<file path="src/rtl/digitron_driver.sv">
// rtl/digitron_driver.sv - 6-digit multiplexed seven-segment driver with iterative BCD conversion
// Optional leading-zero blanking is enabled by defining LEADING_ZERO_BLANK_EN.
module digitron_driver #(
  parameter int SCAN_DIV       = 50000,
  parameter int BLINK_DIV      = 12500000,
  parameter bit SEG_ACTIVE_LOW = 1'b1
) (
  input  logic        clk,
  input  logic        rst_n,
  input  logic [19:0] number_to_show,
  input  logic [5:0]  point_position,
  input  logic [5:0]  shank_position,
  output logic [6:0]  seg,
  output logic        dp,
  output logic [5:0]  dig_sel,
  output logic        conv_busy
);

  localparam int SCAN_W  = (SCAN_DIV > 2) ? $clog2(SCAN_DIV) : 1;
  localparam int BLINK_W = (BLINK_DIV > 2) ? $clog2(BLINK_DIV) : 1;
  localparam logic [6:0] SEG_OFF = SEG_ACTIVE_LOW ? 7'h7F : 7'h00;
  localparam logic       DP_OFF  = SEG_ACTIVE_LOW;

  typedef enum logic [1:0] {IDLE, SHIFT, LOAD} state_t;

  state_t       state_q, state_d;
  logic [19:0]  last_val;
  logic [43:0]  shift_reg;
  logic [43:0]  shift_adj;
  logic [4:0]   bit_cnt;
  logic [23:0]  disp_bcd;
  logic [19:0]  sat_val;

  logic [SCAN_W-1:0]  scan_cnt;
  logic [2:0]         scan_idx;
  logic [BLINK_W-1:0] blink_cnt;
  logic               blink_phase;

  logic [3:0]  cur_digit;
  logic [6:0]  seg_code;
  logic [6:0]  seg_lit;
  logic [5:0]  blank_vec;
  logic        hide;

  assign conv_busy = (state_q == SHIFT);
  assign sat_val   = (number_to_show > 20'd999999) ? 20'd999999 : number_to_show;

  always_ff @(posedge clk or negedge rst_n) begin
    if (!rst_n) state_q <= IDLE;
    else        state_q <= state_d;
  end

  always_comb begin
    state_d = state_q;
    case (state_q)
      IDLE:    if (number_to_show != last_val) state_d = SHIFT;
      SHIFT:   if (bit_cnt == 5'd19) state_d = LOAD;
      LOAD:    state_d = IDLE;
      default: state_d = IDLE;
    endcase
  end

  // Double-dabble: correct every BCD nibble >= 5 before each left shift.
  always_comb begin
    shift_adj = shift_reg;
    for (int k = 0; k < 6; k++) begin
      if (shift_reg[20+4*k +: 4] >= 4'd5)
        shift_adj[20+4*k +: 4] = shift_reg[20+4*k +: 4] + 4'd3;
    end
  end

  always_ff @(posedge clk or negedge rst_n) begin
    if (!rst_n) begin
      last_val  <= '0;
      shift_reg <= '0;
      bit_cnt   <= '0;
      disp_bcd  <= '0;
    end else begin
      case (state_q)
        IDLE: begin
          if (number_to_show != last_val) begin
            last_val  <= number_to_show;
            shift_reg <= {24'd0, sat_val};
            bit_cnt   <= '0;
          end
        end
        SHIFT: begin
          shift_reg <= {shift_adj[42:0], 1'b0};
          bit_cnt   <= bit_cnt + 5'd1;
        end
        LOAD:    disp_bcd <= shift_reg[43:20];
        default: ;
      endcase
    end
  end

  always_ff @(posedge clk or negedge rst_n) begin
    if (!rst_n) begin
      scan_cnt <= '0;
      scan_idx <= '0;
    end else if (scan_cnt == SCAN_W'(SCAN_DIV - 1)) begin
      scan_cnt <= '0;
      scan_idx <= (scan_idx == 3'd5) ? 3'd0 : scan_idx + 3'd1;
    end else begin
      scan_cnt <= scan_cnt + 1'b1;
    end
  end

  always_ff @(posedge clk or negedge rst_n) begin
    if (!rst_n) begin
      blink_cnt   <= '0;
      blink_phase <= 1'b0;
    end else if (blink_cnt == BLINK_W'(BLINK_DIV - 1)) begin
      blink_cnt   <= '0;
      blink_phase <= ~blink_phase;
    end else begin
      blink_cnt <= blink_cnt + 1'b1;
    end
  end

  always_comb begin
    case (scan_idx)
      3'd0:    cur_digit = disp_bcd[23:20];
      3'd1:    cur_digit = disp_bcd[19:16];
      3'd2:    cur_digit = disp_bcd[15:12];
      3'd3:    cur_digit = disp_bcd[11:8];
      3'd4:    cur_digit = disp_bcd[7:4];
      3'd5:    cur_digit = disp_bcd[3:0];
      default: cur_digit = 4'hF;
    endcase
  end

  always_comb begin
    case (cur_digit)
      4'd0:    seg_code = 7'h3F;
      4'd1:    seg_code = 7'h06;
      4'd2:    seg_code = 7'h5B;
      4'd3:    seg_code = 7'h4F;
      4'd4:    seg_code = 7'h66;
      4'd5:    seg_code = 7'h6D;
      4'd6:    seg_code = 7'h7D;
      4'd7:    seg_code = 7'h07;
      4'd8:    seg_code = 7'h7F;
      4'd9:    seg_code = 7'h6F;
      default: seg_code = 7'h00;
    endcase
  end

`ifdef LEADING_ZERO_BLANK_EN
  logic blank_run;
  // Blanking chain stops at a nonzero digit or a lit point; digit 5 is never blanked.
  always_comb begin
    blank_vec = '0;
    blank_run = 1'b1;
    for (int i = 0; i < 5; i++) begin
      blank_run    = blank_run & (disp_bcd[23-4*i -: 4] == 4'd0) & ~point_position[i];
      blank_vec[i] = blank_run;
    end
  end
`else
  assign blank_vec = '0;
`endif

  assign hide    = blank_vec[scan_idx] | (shank_position[scan_idx] & blink_phase);
  assign seg_lit = hide ? 7'h00 : seg_code;

  always_ff @(posedge clk or negedge rst_n) begin
    if (!rst_n) begin
      seg     <= SEG_OFF;
      dp      <= DP_OFF;
      dig_sel <= 6'b111111;
    end else begin
      seg     <= SEG_ACTIVE_LOW ? ~seg_lit : seg_lit;
      dp      <= SEG_ACTIVE_LOW ? ~point_position[scan_idx] : point_position[scan_idx];
      dig_sel <= ~(6'b000001 << scan_idx);
    end
  end

endmodule
</file>
<file path="config.mk">
export PLATFORM = sky130hd
export DESIGN_NAME = digitron_driver
export DESIGN_NICKNAME = d
export VERILOG_FILES = /design/src/rtl/digitron_driver.sv
export SDC_FILE = /design/constraint.sdc
export NUM_CORES = 1
export LEC_CHECK = 0
export ABC_AREA = 1
export CORE_MARGIN = 5
export CORE_UTILIZATION = 40
export DETAILED_ROUTE_END_ITERATION = 16
export GPL_ROUTABILITY_DRIVEN = 0
export GPL_TIMING_DRIVEN = 0
export MAX_ROUTING_LAYER = met4
export PLACE_DENSITY = 0.61
export SLEW_MARGIN = 20
export SYNTH_ARGS = -nofsm -noshare
export SYNTH_HDL_FRONTEND = slang
export SYNTH_SLANG_ARGS = --single-unit
</file>
<file path="constraint.sdc">
create_clock -name clk -period 1.8 [get_ports clk]
set_input_delay 0.18 -clock clk [delete_from_list [all_inputs] [get_ports clk]]
set_output_delay 0.18 -clock clk [all_outputs]
set_load 0.02 [all_outputs]
</file>
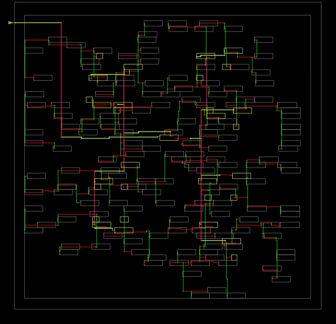
*Clock nets, run 1*
clock group power: 3.39 mW
CTS buffer count: 17

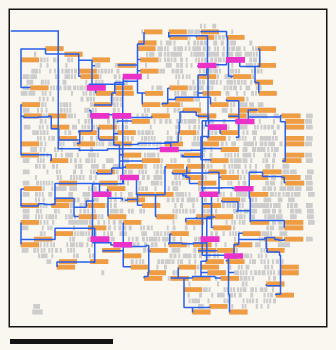
*Clock distribution, run 1*
Scale bar: 50 µm.
[blue] clock wires | length: 2030 µm
[magenta] clock-net drivers | count: 17
[orange] flip-flops | count: 153
routed clock nets: 18
Worst-Skew Late Latency: 0.43 ns
clock skew: 0.00763 ns

==> changes_impl.md, run 1 <==
## Flow update

- Most instantiated logic cell after routing: nand2_1
- Final setup viols: 4
- Post-Syn Area: between 0.008 and 0.009 mm²
- Num ports: about 50
- Met3 GRT Util: 0.0294
- LEAKAGE: ~5 nW
- Final worst slack: -0.0558 ns
- Crit path DAT: about 2.2 ns
- Status: finished with violations
- Pwr per Cell Area: 1040 mW/mm²
- Simple share: 0.292
- Sw frac: 0.328
- Log Warnings: 38
- Global Route Usage Sum: 0.163
- Postcts setup bufs: 10
- Initial antenna violation count: 0
- CP endpoint: seg[3]
- Warnings from Yosys: 0
- Failing checks: setup timing
- Hold Path Class: input port to asynchronous set/reset pin
- Multi-input combinational cell area: between 0.003 and 0.004 mm²
- Adder share: 0.0319
- DRC violations left: 0
- Busiest grt layer: met2
- Most frequent cells in the layout: nand2_1, inv_1, dfrtp_1, nand3_1, o21ai_0
- AND-OR/OR-AND Cells, Area Fraction: 0.0872
- Critical R2R Launch: scan_idx[1]
- Source of the critical timing path: scan_idx[1]
- Total global routing overflow: 0
- Reg2reg path depth: 13
- WP depth: 13
- Met2 Resource Use GR: 0.256
- Vias: between 6k and 7k
- # diodes: 0
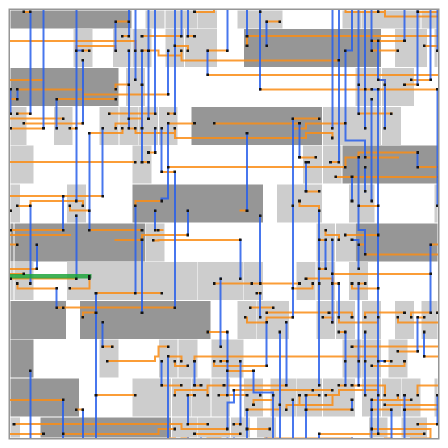
*Layout detail, run 1*
Window x 100 to 130, y 23 to 53 µm. Cells in gray, sequential cells in the stronger gray; small squares are vias.
[orange] M1
[green] M3
[blue] M2
cells with their middle in the window: 76
sequential cells in the window: 10
netlist names of flops here include: scan_cnt (6), disp_bcd (2), scan_idx (2)
most frequent: nand2_1 (25), inv_1 (10), nor2_1 (10)

run 1: final cells by class:
class                           count  area share
Multi-Input combinational cell    741       0.384
Buffer                             28      0.0178
Tap cell                          270      0.0339
Clock inverter                     15      0.0133
Sequential cell                   153       0.386
Clock buffer                       17      0.0426
Inverter                          153      0.0583
Timing Repair Buffer               66      0.0643
run 1: power by group through the flow:
stage	Clock (mW)	Sequential (mW)	Combinational (mW)
2_1_floorplan	0	4.55	1.58
3_3_place_gp	0	4.55	2.29
3_5_place_dp	0	4.55	2.36
4_1_cts	3.48	4.49	2.44
5_1_grt	3.64	4.57	2.89
6_report	3.39	4.49	2.45
run 1: cell usage after synthesis, drive strengths merged:
cell	instances	area share
a21o	1	0.00091
a21oi	23	0.014
a221o	1	0.0012
a22oi	2	0.0018
a31o	1	0.0011
a31oi	3	0.0023
and3	1	0.00076
buf	18	0.014
clkbuf	11	0.0050
dfrtp	139	0.42
dfstp	14	0.045
ha	21	0.032
inv	153	0.070
nand2	319	0.15
nand3	98	0.061
nand3b	2	0.0018
nand4	17	0.013
nor2	87	0.041
nor3	25	0.018
nor3b	1	0.00091
nor4	4	0.0038
o211a	1	0.0012
o211ai	1	0.00091
o21ai	88	0.055
o21bai	7	0.0064
o22ai	2	0.0015
o31ai	1	0.00091
or2	4	0.0030
xnor2	6	0.0064
xor2	24	0.026
run 1: per-stage QoR:
step                cell area [µm²]  hold WS (ns)  total power [mW]   util
floorplan                      8240        -0.116              6.13      -
global placement               9060         0.453              6.84  0.448
detailed placement             9090         0.257              6.91  0.449
CTS                            9820         0.375              10.4  0.485
global route                   9980         0.391              11.1  0.493
finish                         9980         0.368              10.3  0.493
run 1: metal layers:
metal,part of all wire,up-vias
li1,-,3590
met1,0.50,3157
met2,0.45,123
met3,0.035,20
met4,0.014,0
met5,0,-
### Sizing map, run 1

Scale bar: 50 µm.
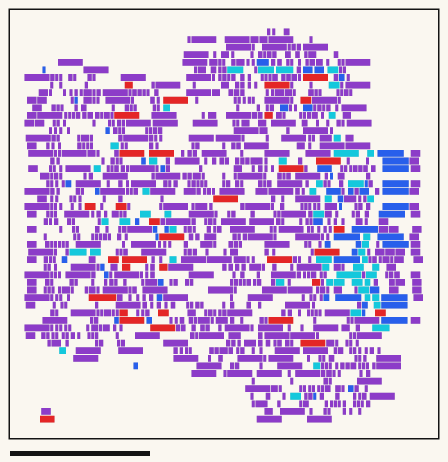

==> run 1 -> run 2 <==
--- a/config.mk
+++ b/config.mk
@@ -12,8 +12,7 @@
 export GPL_ROUTABILITY_DRIVEN = 0
 export GPL_TIMING_DRIVEN = 0
 export MAX_ROUTING_LAYER = met4
-export PLACE_DENSITY = 0.61
-export SLEW_MARGIN = 20
+export PLACE_DENSITY = 0.58
 export SYNTH_ARGS = -nofsm -noshare
 export SYNTH_HDL_FRONTEND = slang
 export SYNTH_SLANG_ARGS = --single-unit
==> constraint.sdc (replaced) <==
create_clock -name clk -period 1.75 [get_ports clk]
set_input_delay 0.175 -clock clk [delete_from_list [all_inputs] [get_ports clk]]
set_output_delay 0.175 -clock clk [all_outputs]
set_load 0.02 [all_outputs]
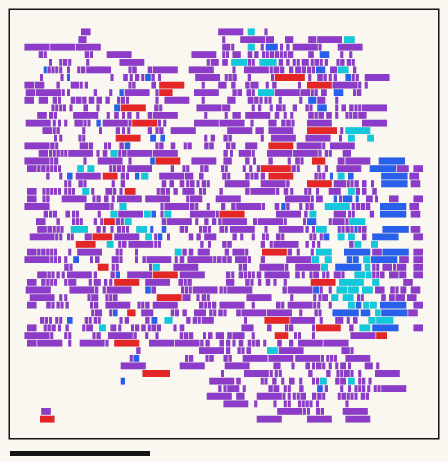
*Sizing map, run 2*
Scale bar: 50 µm.
[red] x6 and larger | cells: 34
[purple] x1 and smaller | cells: 1023
[cyan] x3 and x4 | cells: 63
[blue] x2 | cells: 62
fin area: 0.0102 mm²
final worst slack: -0.133 ns
Non-clk bufs: 103
area grow syn2layout: 23.8%

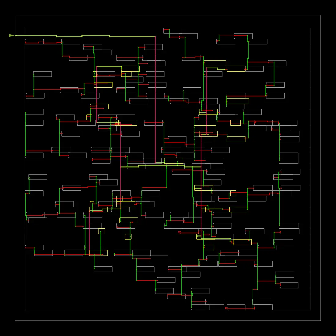
*Clock nets, run 2*
flop count: 153
Worst-Skew Late Latency: 0.42 ns

==> run 2 against run 1 <==
  * The run still ends with setup timing left
  * Final cell count up 0.62%
  * Worst setup slack got worse by 0.077 ns
  * Combinational power is essentially flat
  * Largest cell class is now multi-input combinational cells
  * Largest power group unchanged
==> changes_impl.md, run 2 <==
## Flow update

- Num ports: between 40 and 50
- Adder share: 0.0319
- Source of the critical timing path: scan_idx[0]
- Initial antenna violation count: 0
- Met3 GRT Util: 0.0288
- Total global routing overflow: 0
- Reg2reg path depth: 12
- Vias: just under 7k
- CTS buffer count: 17
- Final worst slack: -0.133 ns
- Failing checks: setup timing
- Final hold slack: about 0.27 ns
- Pwr per Cell Area: roughly 1100 mW/mm²
- Status: finished with violations
- Final setup viols: 6
- Hold Path Class: input port to asynchronous set/reset pin
- Post-Syn Area: 0.00822 mm²
- Yosys top cell by area: dfrtp_1
- Most common cell in the netlist: nand2_1
- Commonest flop: dfrtp_1
- Final Util: 0.503
- Sw frac: 0.303
- Warnings from Yosys: 0
- Placed cell areas: ~0.0091 mm²
- Most instantiated logic cell after routing: nand2_1
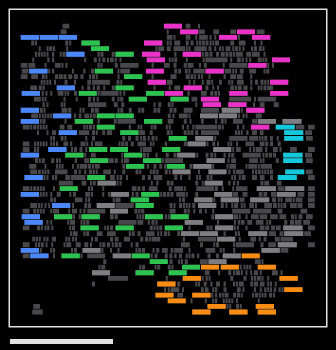
*Sequential cells grouped by signal name, run 2*
Scale bar: 50 µm. Other sequential cells in the stronger gray, the rest of the logic in the fainter gray.
[green] shift_reg | sequential cells: 44
[blue] last_val | sequential cells: 20
[cyan] seg | sequential cells: 7 | where: right middle
[orange] scan_cnt | sequential cells: 16
[magenta] blink_cnt | sequential cells: 24

-- run 2: worst min-delay path by stage --
| stage | cells past startpoint | to | slack, ns | start |
|---|---|---|---|---|
| floorplan | 0 | bit_cnt[0] | -0.12 | rst_n |
| global placement | 1 | scan_cnt[0] | 0.45 | scan_cnt[0] |
| detailed placement | 1 | last_val[3] | 0.14 | rst_n |
| CTS | 2 | last_val[4] | 0.28 | rst_n |
| global route | 2 | last_val[1] | 0.33 | rst_n |
| finish | 2 | last_val[4] | 0.27 | rst_n |
-- run 2: metrics by stage --
| step | TNS, ns | power (mW) |
|---|---|---|
| 2_1_floorplan | 0 | 6.31 |
| 3_3_place_gp | -920.04 | 7.04 |
| 3_5_place_dp | -25.66 | 7.08 |
| 4_1_cts | -0.185 | 11.0 |
| 5_1_grt | -1.36 | 11.7 |
| 6_report | -0.532 | 10.9 |
-- run 2: routing by layer --
layer	share of wire	wire, µm
met5	0	0
met4	0.014	255
met2	0.45	8300
met3	0.041	744
met1	0.49	9010
-- run 2: area by class of cell --
class | instances | area (µm²)
Buffer | 28 | 183
Clock buffer | 21 | 470
Clock inverter | 11 | 145
Fill cell | 1959 | 10100
Inverter | 153 | 588
Multi-Input combinational cell | 741 | 3870
Sequential cell | 153 | 3850
Tap cell | 270 | 338
Timing Repair Buffer | 75 | 733
-- run 2: power groups by stage --
stage / Clock (mW) / Combinational (mW) / Sequential (mW)
after floorplan: 0 / 1.63 / 4.68
after global placement: 0 / 2.36 / 4.67
after detailed placement: 0 / 2.40 / 4.68
after CTS: 3.92 / 2.46 / 4.61
after global routing: 4.10 / 2.94 / 4.69
final: 3.83 / 2.47 / 4.61
No activity file was given, so power comes from the tool's default toggle rates.
